Run 1, signal wires on met4:
Scale: 4 px per um. Supply wires on this layer in gray. Cells faint in the background.
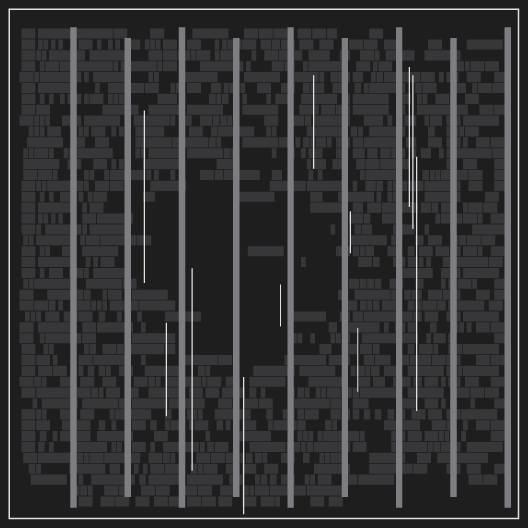
Run 1, cell area per tile:
Scale: 3 px per um. 13 x 13 tiles, from white (low) to dark blue (high), 0 to 100% covered.
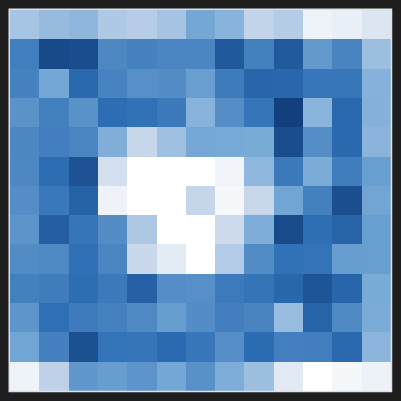
Run 1, metal layers overlaid:
Scale: 4 px per um.
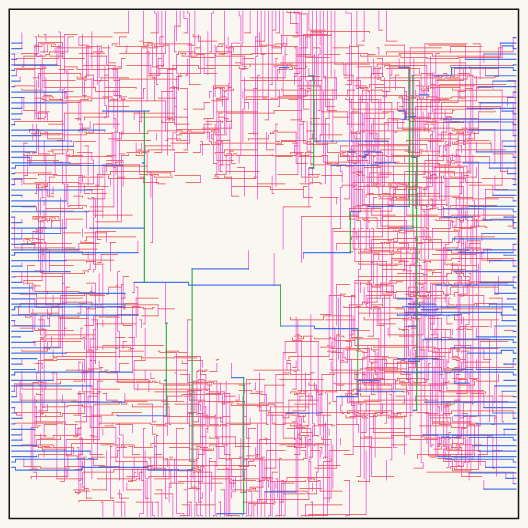
Run 1, the clock network:
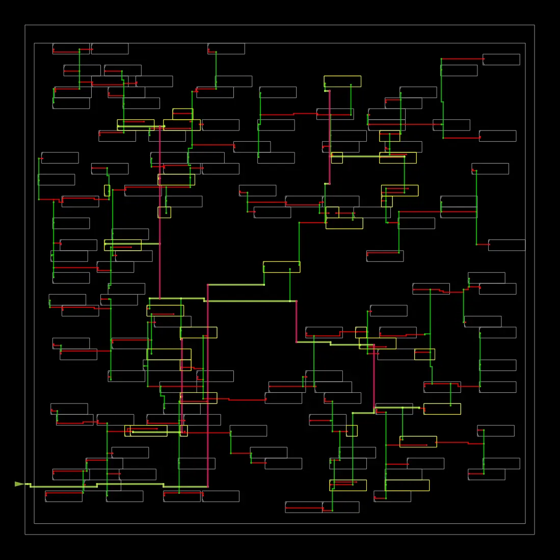
==> config.mk <==
export PLATFORM = sky130hd
export DESIGN_NAME = mem_wb_stage
export DESIGN_NICKNAME = d
export VERILOG_FILES = /design/src/rtl/mem_wb_stage.sv
export SDC_FILE = /design/constraint.sdc
export NUM_CORES = 1
export LEC_CHECK = 0
export CAP_MARGIN = 20
export CORE_MARGIN = 2
export CORE_UTILIZATION = 38
export CTS_CLUSTER_SIZE = 10
export DETAILED_ROUTE_END_ITERATION = 16
export PLACE_DENSITY = 0.78
export RECOVER_POWER = 25
export REMOVE_ABC_BUFFERS = 1
export SLEW_MARGIN = 10
export SYNTH_ARGS = -nofsm -noshare
export SYNTH_HDL_FRONTEND = slang
export SYNTH_SLANG_ARGS = --single-unit
==> constraint.sdc <==
create_clock -name i_clk -period 4.2 [get_ports i_clk]
set_input_delay 1.26 -clock i_clk [delete_from_list [all_inputs] [get_ports i_clk]]
set_output_delay 1.26 -clock i_clk [all_outputs]
set_load 0.02 [all_outputs]
==> flow_summary_export.csv, run 1 <==
group,metric,value,unit
clock_tree,cts_buffer_depth,2,
setup_path,cp.arrival,2650,ps
global_route,grt_pass1_vias,5481,
drt,drc_errors,0,
outcome,status,"complete, but fails checks",
logic_synthesis,ys_chip_area,0.00574,mm2
logic_synthesis,async_flop_share,100,%
final_timing,finalClockSkew,13.1,ps
logic_synthesis,ys_cells,654,
clock_tree,numCtsBuffers,17,
power_and_ir_drop,pwr-share-clk,32.3,%
clock_tree,cts_resized,0,
logic_synthesis,synthDominantCellAreaShare,52.3,%
drt,ant_nets,0,
clock_tree,hold_buffers,0,
placed_design,place_ws,403,ps
power_and_ir_drop,p_int,3060,uW
clock_tree,cts.root.buffer_cell,"clkbuf_16",
drt,vias_per_cell,5.11,
flow_run,cap_violations,1,
final_timing,fin_setup_tns,0,ps
clock_tree,path_clk_slew,50,ps
power_and_ir_drop,combPwrFrac,32.8,%
power_and_ir_drop,p_per_area,500,mW/mm2
layout,mostFrequentLayoutCells,"clkdlybuf4s50_1 (246), nand2_1 (242), dfrtp_1 (120)",
setup_path,r2r_setup_slack,1630,ps
placed_design,dp_cells,1057,
final_timing,drv_slew,58,
power_and_ir_drop,p_switching,1450,uW
drt,first_pass_iters,5,
final_timing,fin_crit_sh,93.2,%
global_route,grt_pass1_wl,28.8,mm
logic_synthesis,synth_area,0.00574,mm2
global_route,grt_max_degree,106,
global_route,grt-ovfl-total,0,
layout,post-route-cell-area,0.00901,mm2
drt,drt-initial-drc-count,382,
placed_design,dpl.hpwl,12.7,mm
logic_synthesis,ys_seq_share,52.3,%
setup_path,worstPathRequired,2940,ps
floorplanning,die_x,127,um
hold_path,worstHoldPathCells,2,
power_and_ir_drop,seqPwrFrac,34.9,%
layout,final.fill_count,1258,
clock_tree,htree_levels,4,
power_and_ir_drop,swShare,32.2,%
outcome,violations,"max-capacitance violations, max-slew violations",
layout,finalNonFillerCells,1089,
flow_run,tool_warnings,27,
layout,area_growth,56.9,%
floorplanning,rows,44,
placed_design,place_congestion,0.852,
setup_path,cp-end-kind,"output pin",
layout,lay_top_count,"clkdlybuf4s50_1",
final_timing,setup_viol,0,
## Picture notes: 'signal wires on met4'
- nets with wire on the layer: 7
- wire length on this layer: 345 um
- main direction: vertical
- share of all routed wire: 1.9%
- longest straight run: 63.2 um
routed wire length: 18.1 mm
Vias: 5562

## Picture notes: 'cell area per tile'
- mean over tiles: 55%
- emptiest ninth of the die: middle
- nearly empty tiles: 5.3%
- tiles over 75% full: 18%
Initial Util: 39.2%
core box area: 0.0146 mm2
post-layout util: 61.5%

## Picture notes: 'metal layers overlaid'
- metal 2: magenta (wire length 8530 um)
- metal 4: green (wire length 345 um)
- metal 1: red (wire length 7450 um)
- metal 3: blue (wire length 1820 um)
Tot GR Track Use: 22.8%
Routed WL per cell: 16.7 um

## Picture notes: 'the clock network'
sequential cells: 120
clock group power: 1460 uW

-- run 1: cells by family after synthesis --
group / Yosys count / synth area share, %
buffers and inverters: 51 / 4.12
DFF: 120 / 52.3
AOI/OAI and AO/OA: 142 / 15.2
other: 1 / 0.0653
and+or+nand+nor: 300 / 21.3
xor gates and xnor gates: 1 / 0.153
adders and majority gates: 1 / 0.218
muxes: 38 / 6.67
-- run 1: power groups by stage --
stage                     clock (uW)  combinational [uW]  sequential [uW]
after detailed placement           0                1480             1590
after CTS                       1480                1490             1570
final                           1460                1480             1570
after global routing            1530                1590             1600
after floorplan                    0                 394             1870
after global placement             0                1460             1580
-- run 1: metal layers --
metal	track usage (%)	vias up	share of wire (%)
met5	0	-	0
li1	-	2679	-
met4	8.92	0	1.9
met3	8.35	27	10
met2	37.5	243	47
met1	27.2	2613	41
-- run 1: critical path, cell delays in order --
cell and delay [ps]:
dlygate4sd3_1 600, nor2b_1 170, clkdlybuf4s50_1 620
-- run 1: cells in the mapped netlist, types with 4 or more instances --
library cell / instances
mux2i_1: 36
a21oi_1: 44
nor2b_1: 4
o21ai_0: 54
a221o_1: 16
a221oi_1: 6
nor2_1: 28
dfrtp_1: 120
a21o_1: 7
nand3_1: 4
o211ai_1: 6
nand2b_1: 8
buf_2: 9
clkbuf_1: 29
nand2_1: 242
-- run 1: cell type report --
class                           instances  area (um2)  area share (%)
Sequential cell                       120        3000            33.3
Timing Repair Buffer                  264        2640            29.3
Multi-Input combinational cell        484        2530            28.0
Clock buffer                           22         474            5.26
Tap cell                              184         230            2.56
Clock inverter                         10         120            1.33
Inverter                                5        18.8           0.208
Run 1, sequential cells colored by netlist name:
Scale: 4 px per um.
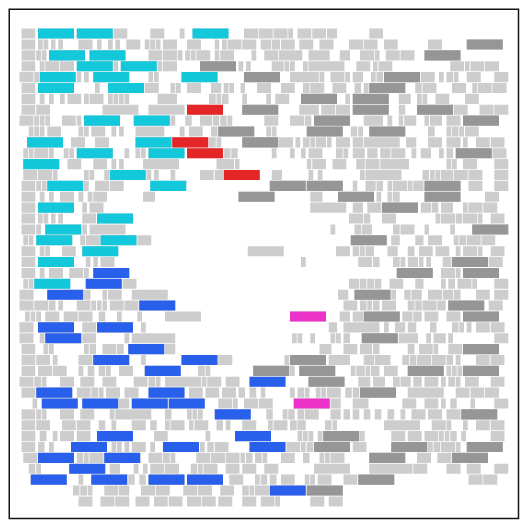

==> run 2: changes to the inputs <==
--- a/config.mk
+++ b/config.mk
@@ -10,7 +10,7 @@
 export CORE_UTILIZATION = 38
 export CTS_CLUSTER_SIZE = 10
 export DETAILED_ROUTE_END_ITERATION = 16
-export PLACE_DENSITY = 0.78
+export PLACE_DENSITY = 0.77
 export RECOVER_POWER = 25
 export REMOVE_ABC_BUFFERS = 1
 export SLEW_MARGIN = 10
Run 2, sequential cells colored by netlist name:
Scale: 4 px per um.
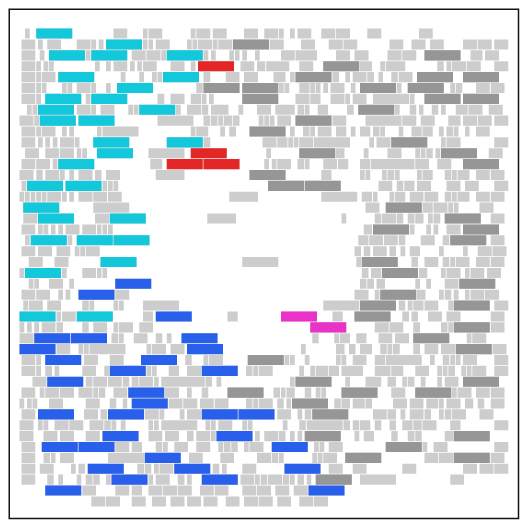
- o_bus_wdata: blue (placed flops 32)
- size_q: magenta (placed flops 2)
- cnt: red (placed flops 4)
- o_bus_addr: cyan (placed flops 30)
- not colored: 52
sequential cell area share: 33.4%
sequential power: 1590 uW

Run 2, the clock network:
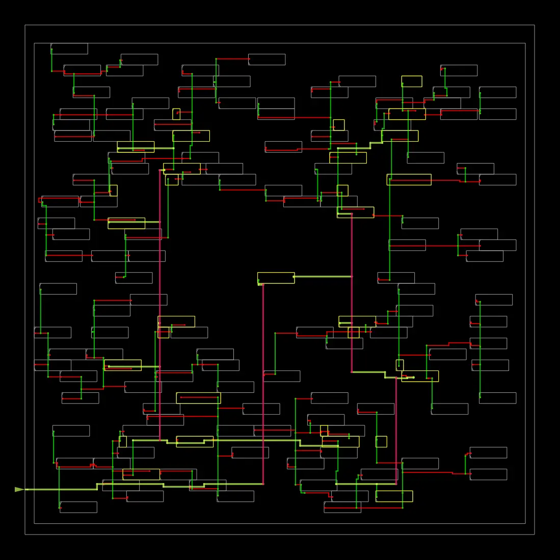
CTS Sinks: 120
clock latency at the later pin of the worst-skew pair: 420 ps
clock group power: 1420 uW
CTS Buf Count: 17
Final Skew: 10.6 ps

Run 2, signal wires on met4:
Scale: 4 px per um. Supply wires on this layer in gray. Cells faint in the background.
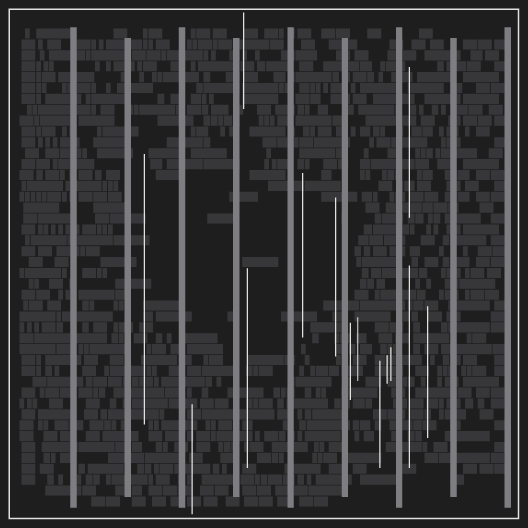
- main direction: vertical
- share of all routed wire: 2.4%
- wire length on this layer: 445 um
- nets with wire on the layer: 12
- longest straight run: 67.3 um
routed wire length: 18.3 mm
Vias: 5589

==> run 2 against run 1 <==
Effect of this change:
- the flow still finishes with violations (max-capacitance violations, max-slew violations)
- die area unchanged
- sequential power about the same
- clock power down 3%
- first-iteration DRC count up 7.1%
- combinational power about the same
- sequential share of layout area up 0.088 points
- setup slack worse by 7.6 ps
- total power down 0.84%
- critical path type unchanged
==> flow_summary_export.csv, run 2 <==
group,metric,value,unit
outcome,violations,"max-capacitance violations, max-slew violations",
layout,post-route-cell-area,0.00899,mm2
clock_tree,cts.root.buffer_cell,"clkbuf_16",
final_timing,setup_viol,0,
final_timing,drv_slew,37,
layout,final-comb-area,0.00253,mm2
logic_synthesis,ys_chip_area,0.00574,mm2
outcome,status,"complete, but fails checks",
logic_synthesis,ys_seq_share,52.3,%
clock_tree,path_clk_slew,60,ps
layout,seq_area,0.00300,mm2
global_route,grt_pass1_wl,29.4,mm
logic_synthesis,synthDominantCellAreaShare,52.3,%
final_timing,fin_setup_tns,0,ps
placed_design,place_congestion,0.826,
flow_run,tool_warnings,25,
floorplanning,die_x,127,um
floorplanning,rows,44,
flow_run,cap_violations,1,
drt,drt-initial-drc-count,409,
clock_tree,cts_resized,0,
logic_synthesis,async_flop_share,100,%
setup_path,worstPathRequired,2940,ps
logic_synthesis,top_cell,"nand2_1",
drt,avgRoutedWirePerCell,16.8,um
hold_path,worstHoldPathCells,2,
power_and_ir_drop,p_per_area,497,mW/mm2
layout,final.fill_count,1257,
layout,finalNonFillerCells,1088,
clock_tree,cts_buffer_depth,2,
drt,ant_nets,0,
setup_path,r2r_setup_slack,1790,ps
clock_tree,htree_levels,4,
global_route,track_usage,23.3,%
logic_synthesis,ys_cells,654,
layout,mostFrequentLayoutCells,"clkdlybuf4s50_1 (246), nand2_1 (242), dfrtp_1 (120)",
clock_tree,hold_buffers,0,
floorplanning,fp-utilization,39.2,%
floorplanning,core,0.0146,mm2
logic_synthesis,synth_area,0.00574,mm2
layout,area_growth,56.5,%
global_route,grt-ovfl-total,0,
placed_design,dpl.hpwl,13.0,mm
layout,lay_top_count,"clkdlybuf4s50_1",
drt,first_pass_iters,5,
placed_design,dp_cells,1057,
==> run 2: cell counts after synthesis <==
Identical to the previous run, type by type.
==> run 2: power breakdown <==
part / switching (uW) / internal (uW) / leakage (uW)
Clock: 538 / 878 / 0.000269
Sequential: 180 / 1410 / 0.00147
Combinational: 739 / 726 / 0.00232
Total: 1460 / 3010 / 0.00406
==> run 2: per-layer routing <==
layer	vias to the layer above	wire [um]	part of all wire, %	track usage (%)
met2	268	8400	46	36.6
met3	34	1920	11	8.35
li1	2675	-	-	-
met4	0	444	2.4	9.44
met1	2612	7530	41	29.3
met5	-	0	0	0
==> run 2: final cells by class <==
type / instances / share of cell area, %
Tap cell: 184 / 2.56
Clock inverter: 13 / 1.46
Sequential cell: 120 / 33.4
Timing Repair Buffer: 264 / 29.3
Multi-Input combinational cell: 484 / 28.1
Inverter: 5 / 0.223
Clock buffer: 18 / 4.89
==> run 2: cell families after synthesis <==
logic type / after synthesis / synth area share [%]
AOI/OAI and AO/OA: 142 / 15.2
xor gates and xnor gates: 1 / 0.153
adders and majority gates: 1 / 0.218
buffers and inverters: 51 / 4.12
DFF: 120 / 52.3
muxes: 38 / 6.67
other: 1 / 0.0653
and+or+nand+nor: 300 / 21.3
==> run 2: through the flow <==
step           worst slack [ps]  utilization (%)
4_1_cts                     380             61.4
3_5_place_dp                392             57.5
2_1_floorplan              -820                -
3_3_place_gp                402             57.5
5_1_grt                     233             61.4
6_report                    279             61.4
==> run 2: worst max-delay path: stages <==
cell             delay, ps
dlygate4sd3_1          600
nor2b_1                180
clkdlybuf4s50_1        630
Power figures rest on the tool's default switching activity, not on a simulated workload.
